Fig. 1: logic cells by family
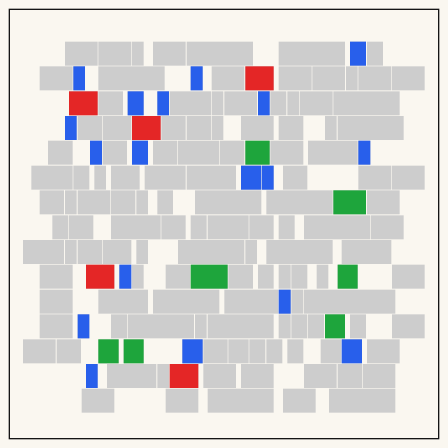
Fig. 2: metal layers overlaid
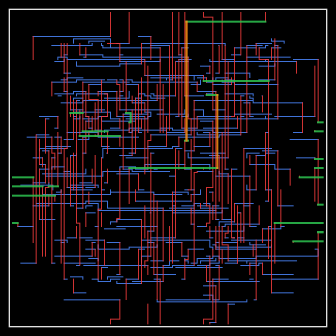
Fig. 3: cell density map
The die is cut into 9 by 9 equal tiles; white is low, dark blue is high, 0 to 100% covered.
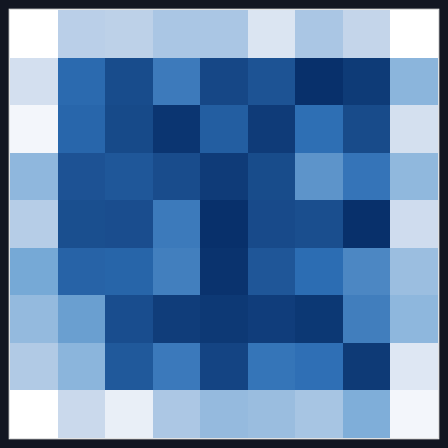
Fig. 4: routing congestion map
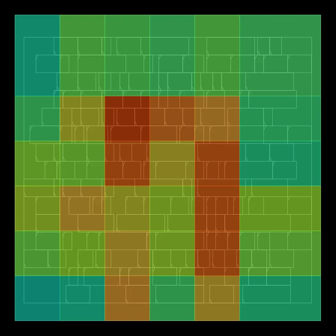
Fig. 5: M2 wires
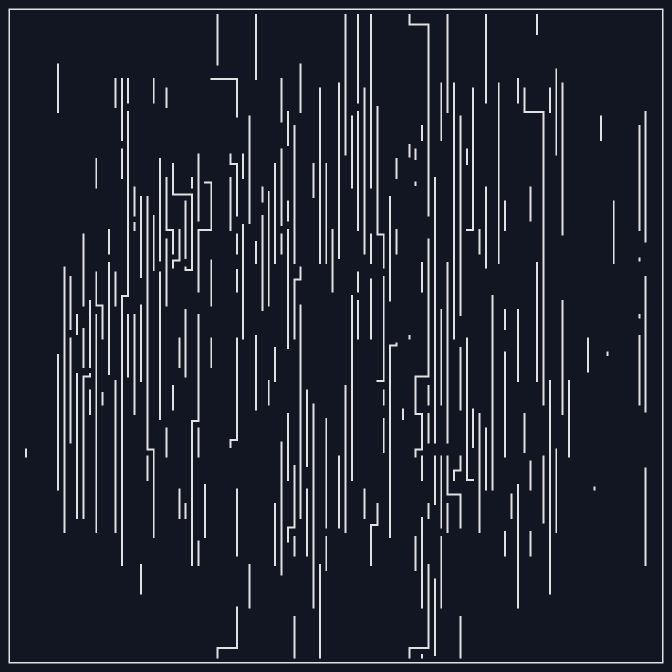
==> config.mk <==
export PLATFORM = sky130hd
export DESIGN_NAME = updown_cnt_ctl_flat
export DESIGN_NICKNAME = d
export VERILOG_FILES = /design/src/rtl/udcnt_pkg.sv /design/src/rtl/updown_cnt_ctl_if.sv /design/src/rtl/udcnt_next.sv /design/src/rtl/updown_cnt_ctl.sv /design/src/flat_wrapper.sv
export SDC_FILE = /design/constraint.sdc
export NUM_CORES = 1
export LEC_CHECK = 0
export CAP_MARGIN = 5
export CORE_UTILIZATION = 48
export CTS_BUF_LIST = sky130_fd_sc_hd__clkbuf_4 sky130_fd_sc_hd__clkbuf_8
export CTS_CLUSTER_DIAMETER = 100
export DETAILED_ROUTE_END_ITERATION = 6
export PLACE_DENSITY = 0.84
export SYNTH_ARGS = -nofsm -noshare
export SYNTH_HDL_FRONTEND = slang
export SYNTH_SLANG_ARGS = --single-unit
export TNS_END_PERCENT = 50
==> constraint.sdc <==
create_clock -name clk -period 2.5 [get_ports clk]
set_clock_uncertainty 0.1 [all_clocks]
set_input_delay 0.25 -clock clk [delete_from_list [all_inputs] [get_ports clk]]
set_output_delay 0.25 -clock clk [all_outputs]
set_load 0.005 [all_outputs]
==> src/rtl/udcnt_pkg.sv <==
// rtl/udcnt_pkg.sv - shared types, one-hot state constants and load clamp for updown_cnt_ctl
//
// Contents:
//   state_t                one-hot state type (IDLE/CNTUP/CNTDN/FAULT)
//   IDLE, CNTUP, CNTDN, FAULT  state constants
//   clamp_val()            limits a value to [lo, hi]
package udcnt_pkg;

   typedef enum logic [3:0] {
      ST_IDLE  = 4'b0001,
      ST_CNTUP = 4'b0010,
      ST_CNTDN = 4'b0100,
      ST_FAULT = 4'b1000
   } state_t;

   localparam state_t IDLE  = ST_IDLE;
   localparam state_t CNTUP = ST_CNTUP;
   localparam state_t CNTDN = ST_CNTDN;
   localparam state_t FAULT = ST_FAULT;

   function automatic int unsigned clamp_val(input int unsigned v,
                                             input int unsigned lo,
                                             input int unsigned hi);
      if (v < lo) return lo;
      if (v > hi) return hi;
      return v;
   endfunction

endpackage

==> src/rtl/updown_cnt_ctl_if.sv <==
// rtl/updown_cnt_ctl_if.sv - control/status bundle between a user and updown_cnt_ctl
//
// Signals:
//   act, up_dwn_n, clr, load, load_val   controls driven by the master
//   count, ovflw, unflw, state_o         registered status driven by the counter (slave)
interface updown_cnt_ctl_if #(
   parameter int COUNTER_WIDTH = 8
);
   logic                     act;
   logic                     up_dwn_n;
   logic                     clr;
   logic                     load;
   logic [COUNTER_WIDTH-1:0] load_val;
   logic [COUNTER_WIDTH-1:0] count;
   logic                     ovflw;
   logic                     unflw;
   logic [3:0]               state_o;

   modport master (
      output act, up_dwn_n, clr, load, load_val,
      input  count, ovflw, unflw, state_o
   );

   modport slave (
      input  act, up_dwn_n, clr, load, load_val,
      output count, ovflw, unflw, state_o
   );
endinterface

==> src/rtl/udcnt_next.sv <==
// rtl/udcnt_next.sv - combinational next-state/next-count logic of updown_cnt_ctl
//
// Inputs:  state, count, act, up_dwn_n, clr, load, load_val
// Outputs: next_state, next_count, set_ovflw, set_unflw
// Build option: UDCNT_WRAP_EN selects wrap-around at the bounds instead of locking in FAULT.
module udcnt_next
   import udcnt_pkg::*;
#(
   parameter int COUNTER_WIDTH = 8,
   parameter int MIN_VAL       = 0,
   parameter int MAX_VAL       = (2**COUNTER_WIDTH) - 1
) (
   input  state_t                   state,
   input  logic [COUNTER_WIDTH-1:0] count,
   input  logic                     act,
   input  logic                     up_dwn_n,
   input  logic                     clr,
   input  logic                     load,
   input  logic [COUNTER_WIDTH-1:0] load_val,
   output state_t                   next_state,
   output logic [COUNTER_WIDTH-1:0] next_count,
   output logic                     set_ovflw,
   output logic                     set_unflw
);

   localparam logic [COUNTER_WIDTH-1:0] MIN_C = COUNTER_WIDTH'(MIN_VAL);
   localparam logic [COUNTER_WIDTH-1:0] MAX_C = COUNTER_WIDTH'(MAX_VAL);

   logic [COUNTER_WIDTH-1:0] clamped;

   assign clamped = COUNTER_WIDTH'(clamp_val(32'(load_val),
                                             int'(MIN_VAL),
                                             int'(MAX_VAL)));

   always_comb begin
      next_state = state;
      next_count = count;
      set_ovflw  = 1'b0;
      set_unflw  = 1'b0;

      if (clr) begin
         // clr is the only way out of FAULT; a simultaneous load still applies
         next_state = IDLE;
         if (load) next_count = clamped;
      end else if (state == FAULT) begin
         // locked: hold everything until clr
      end else if (load) begin
         next_state = IDLE;
         next_count = clamped;
      end else if (!act) begin
         next_state = IDLE;
      end else if (up_dwn_n) begin
         if (count == MAX_C) begin
            set_ovflw = 1'b1;
`ifdef UDCNT_WRAP_EN
            next_count = MIN_C;
            next_state = CNTUP;
`else
            next_state = FAULT;
`endif
         end else begin
            next_count = count + 1'b1;
            next_state = CNTUP;
         end
      end else begin
         if (count == MIN_C) begin
            set_unflw = 1'b1;
`ifdef UDCNT_WRAP_EN
            next_count = MAX_C;
            next_state = CNTDN;
`else
            next_state = FAULT;
`endif
         end else begin
            next_count = count - 1'b1;
            next_state = CNTDN;
         end
      end
   end

endmodule

==> src/rtl/updown_cnt_ctl.sv <==
// rtl/updown_cnt_ctl.sv - bounded up/down counter with load, sticky over/underflow and FAULT lock
//
// Ports:
//   clk   rising-edge clock
//   rst   synchronous active-high reset
//   bus   updown_cnt_ctl_if.slave: act, up_dwn_n, clr, load, load_val in;
//         count, ovflw, unflw, state_o (one-hot) out, all registered
// Build option: UDCNT_WRAP_EN enables wrap-around at the bounds (FAULT unreachable).
module updown_cnt_ctl
   import udcnt_pkg::*;
#(
   parameter int COUNTER_WIDTH = 8,
   parameter int MIN_VAL       = 0,
   parameter int MAX_VAL       = (2**COUNTER_WIDTH) - 1
) (
   input  logic                    clk,
   input  logic                    rst,
   updown_cnt_ctl_if.slave         bus
);

   generate
      if (COUNTER_WIDTH < 2 || MIN_VAL < 0 || MIN_VAL >= MAX_VAL ||
          MAX_VAL > (2**COUNTER_WIDTH) - 1) begin : g_bad_params
         $error("updown_cnt_ctl: need COUNTER_WIDTH>=2 and 0<=MIN_VAL<MAX_VAL<=2**COUNTER_WIDTH-1");
      end
   endgenerate

   localparam logic [COUNTER_WIDTH-1:0] MIN_C = COUNTER_WIDTH'(MIN_VAL);

   state_t                   state_q;
   state_t                   state_d;
   logic [COUNTER_WIDTH-1:0] count_q;
   logic [COUNTER_WIDTH-1:0] count_d;
   logic                     ovflw_q;
   logic                     unflw_q;
   logic                     set_ovflw;
   logic                     set_unflw;

   udcnt_next #(
      .COUNTER_WIDTH (COUNTER_WIDTH),
      .MIN_VAL       (MIN_VAL),
      .MAX_VAL       (MAX_VAL)
   ) u_next (
      .state      (state_q),
      .count      (count_q),
      .act        (bus.act),
      .up_dwn_n   (bus.up_dwn_n),
      .clr        (bus.clr),
      .load       (bus.load),
      .load_val   (bus.load_val),
      .next_state (state_d),
      .next_count (count_d),
      .set_ovflw  (set_ovflw),
      .set_unflw  (set_unflw)
   );

   always_ff @(posedge clk) begin
      if (rst) begin
         state_q <= IDLE;
         count_q <= MIN_C;
         ovflw_q <= 1'b0;
         unflw_q <= 1'b0;
      end else begin
         state_q <= state_d;
         count_q <= count_d;
         // flags are sticky; clr wins over a same-cycle set
         ovflw_q <= !bus.clr && (ovflw_q || set_ovflw);
         unflw_q <= !bus.clr && (unflw_q || set_unflw);
      end
   end

   assign bus.count   = count_q;
   assign bus.ovflw   = ovflw_q;
   assign bus.unflw   = unflw_q;
   assign bus.state_o = state_q;

endmodule

==> src/flat_wrapper.sv <==
// flat-port wrapper written by rule: the top's interface ports become plain ports
module updown_cnt_ctl_flat import udcnt_pkg::*;
#(
   parameter int COUNTER_WIDTH = 8,
   parameter int MIN_VAL       = 0,
   parameter int MAX_VAL       = (2**COUNTER_WIDTH) - 1
)
  (clk, rst, bus_act, bus_up_dwn_n, bus_clr, bus_load, bus_load_val, bus_count, bus_ovflw, bus_unflw, bus_state_o);
  updown_cnt_ctl_if #(.COUNTER_WIDTH(COUNTER_WIDTH)) bus_i ();
  input  logic clk;
  input  logic rst;
  input wire logic [$bits(bus_i.act)-1:0] bus_act;
  input wire logic [$bits(bus_i.up_dwn_n)-1:0] bus_up_dwn_n;
  input wire logic [$bits(bus_i.clr)-1:0] bus_clr;
  input wire logic [$bits(bus_i.load)-1:0] bus_load;
  input wire logic [$bits(bus_i.load_val)-1:0] bus_load_val;
  output wire logic [$bits(bus_i.count)-1:0] bus_count;
  output wire logic [$bits(bus_i.ovflw)-1:0] bus_ovflw;
  output wire logic [$bits(bus_i.unflw)-1:0] bus_unflw;
  output wire logic [$bits(bus_i.state_o)-1:0] bus_state_o;
  assign bus_i.act = bus_act;
  assign bus_i.up_dwn_n = bus_up_dwn_n;
  assign bus_i.clr = bus_clr;
  assign bus_i.load = bus_load;
  assign bus_i.load_val = bus_load_val;
  assign bus_count = bus_i.count;
  assign bus_ovflw = bus_i.ovflw;
  assign bus_unflw = bus_i.unflw;
  assign bus_state_o = bus_i.state_o;
  updown_cnt_ctl #(.COUNTER_WIDTH(COUNTER_WIDTH), .MIN_VAL(MIN_VAL), .MAX_VAL(MAX_VAL)) u_core (.clk(clk), .rst(rst), .bus(bus_i));
endmodule
==> results.yml <==
# generated from flow reports
run_status:
  status: "completed"
drt:
  drt-initial-drc-count: 23
  met1_length_mm: 1.07
  drc: 0
worst_setup_path:
  reg2regPathDepth: 6
  critPathLaunchType: "input pin"
  crit_family: "AND-OR/OR-AND gates"
  path_depth: 8
  startpoint: "bus_up_dwn_n"
job:
  warnings: 26
final_layout:
  final_common_cell: "clkdlybuf4s50_1"
  dominant_cells: "combinational gates"
  comb_share: 0.480
  signal_buffers: 40
  clock_cell_area_share: 0.0163
  diodes: 0
  nNonClkInverters: 5
clock_tree:
  clk_pin_slew_ns: 0.08
  cts_buffers: 3
synthesis:
  top_cells_by_count: "dfxtp_1, nor2_1, nand2_1"
  ys_ff: 14
die:
  die_h_um: 46.9
  die_area_um2: 2200
  die_w_um: 46.9
global_routing:
  grt-ovfl-total: 0
  grt_pass1_wl_mm: 3.52
  grt_antenna_before_repair: 0
hold_path:
  min_from: "u_core.bus.unflw"
  hp-class: "flop to flop"
timing:
  worst_pin_slew_ns: 0.632
  finalSetupViolCount: 0
power_and_ir_drop:
  powerComb_w: 0.000233
  clkPwrFrac: 0.206
  p_int_w: 0.000420
  p_per_area_nw_per_um2: 444
About Fig. 1:
| colour | family | cells |
|---|---|---|
| red | XOR/XNOR gates | 5 |
| blue | NAND gates | 18 |
| green | AND and OR gates | 7 |

About Fig. 2:
| colour | layer | wire length |
|---|---|---|
| blue | metal 1 | 1,070 um |
| red | metal 2 | 1,190 um |
| green | metal 3 | 86.2 um |
| orange | metal 4 | 28.6 um |
final WL: 2.37 mm
Total Routing Usage GR: 0.230
via count: 985
DR WL/cell: 13.4 um

About Fig. 3:
mean over tiles: 61%
tiles over 75% full: 44%
densest ninth of the die: middle
fullest tile: 100%
nearly empty tiles: 3.7%
Pre-Place Util: 0.538
final core occ: 0.769

About Fig. 4:
met2 GRT Util: 0.419
met3 Usage GRT: 0.0462

About Fig. 5:
main direction: vertical
nets with wire on the layer: 148
longest straight run: 21.1 um

## stage by stage
step / hold WS, ns / setup WS, ns / setup TNS [ns] / total power, W / std cells
4_1_cts: 0.421 / 0.0568 / 0 / 0.000613 / 177
5_1_grt: 0.445 / 0.161 / 0 / 0.000652 / 177
3_5_place_dp: 0.405 / -0.238 / -0.753 / 0.000489 / 174
6_report: 0.427 / 0.242 / 0 / 0.000615 / 177
2_1_floorplan: 0.229 / 0.453 / 0 / 0.000388 / 112
3_3_place_gp: 0.401 / -0.0941 / -0.341 / 0.000481 / 174
## logic make-up after synthesis
logic type / synth area share
compound gates: 0.235
xor+xnor: 0.0452
fa+ha+maj: 0.0981
buf+inv: 0.0387
flops: 0.289
mux: 0.0206
simple gates: 0.274
Power and IR drop assume default switching activity.
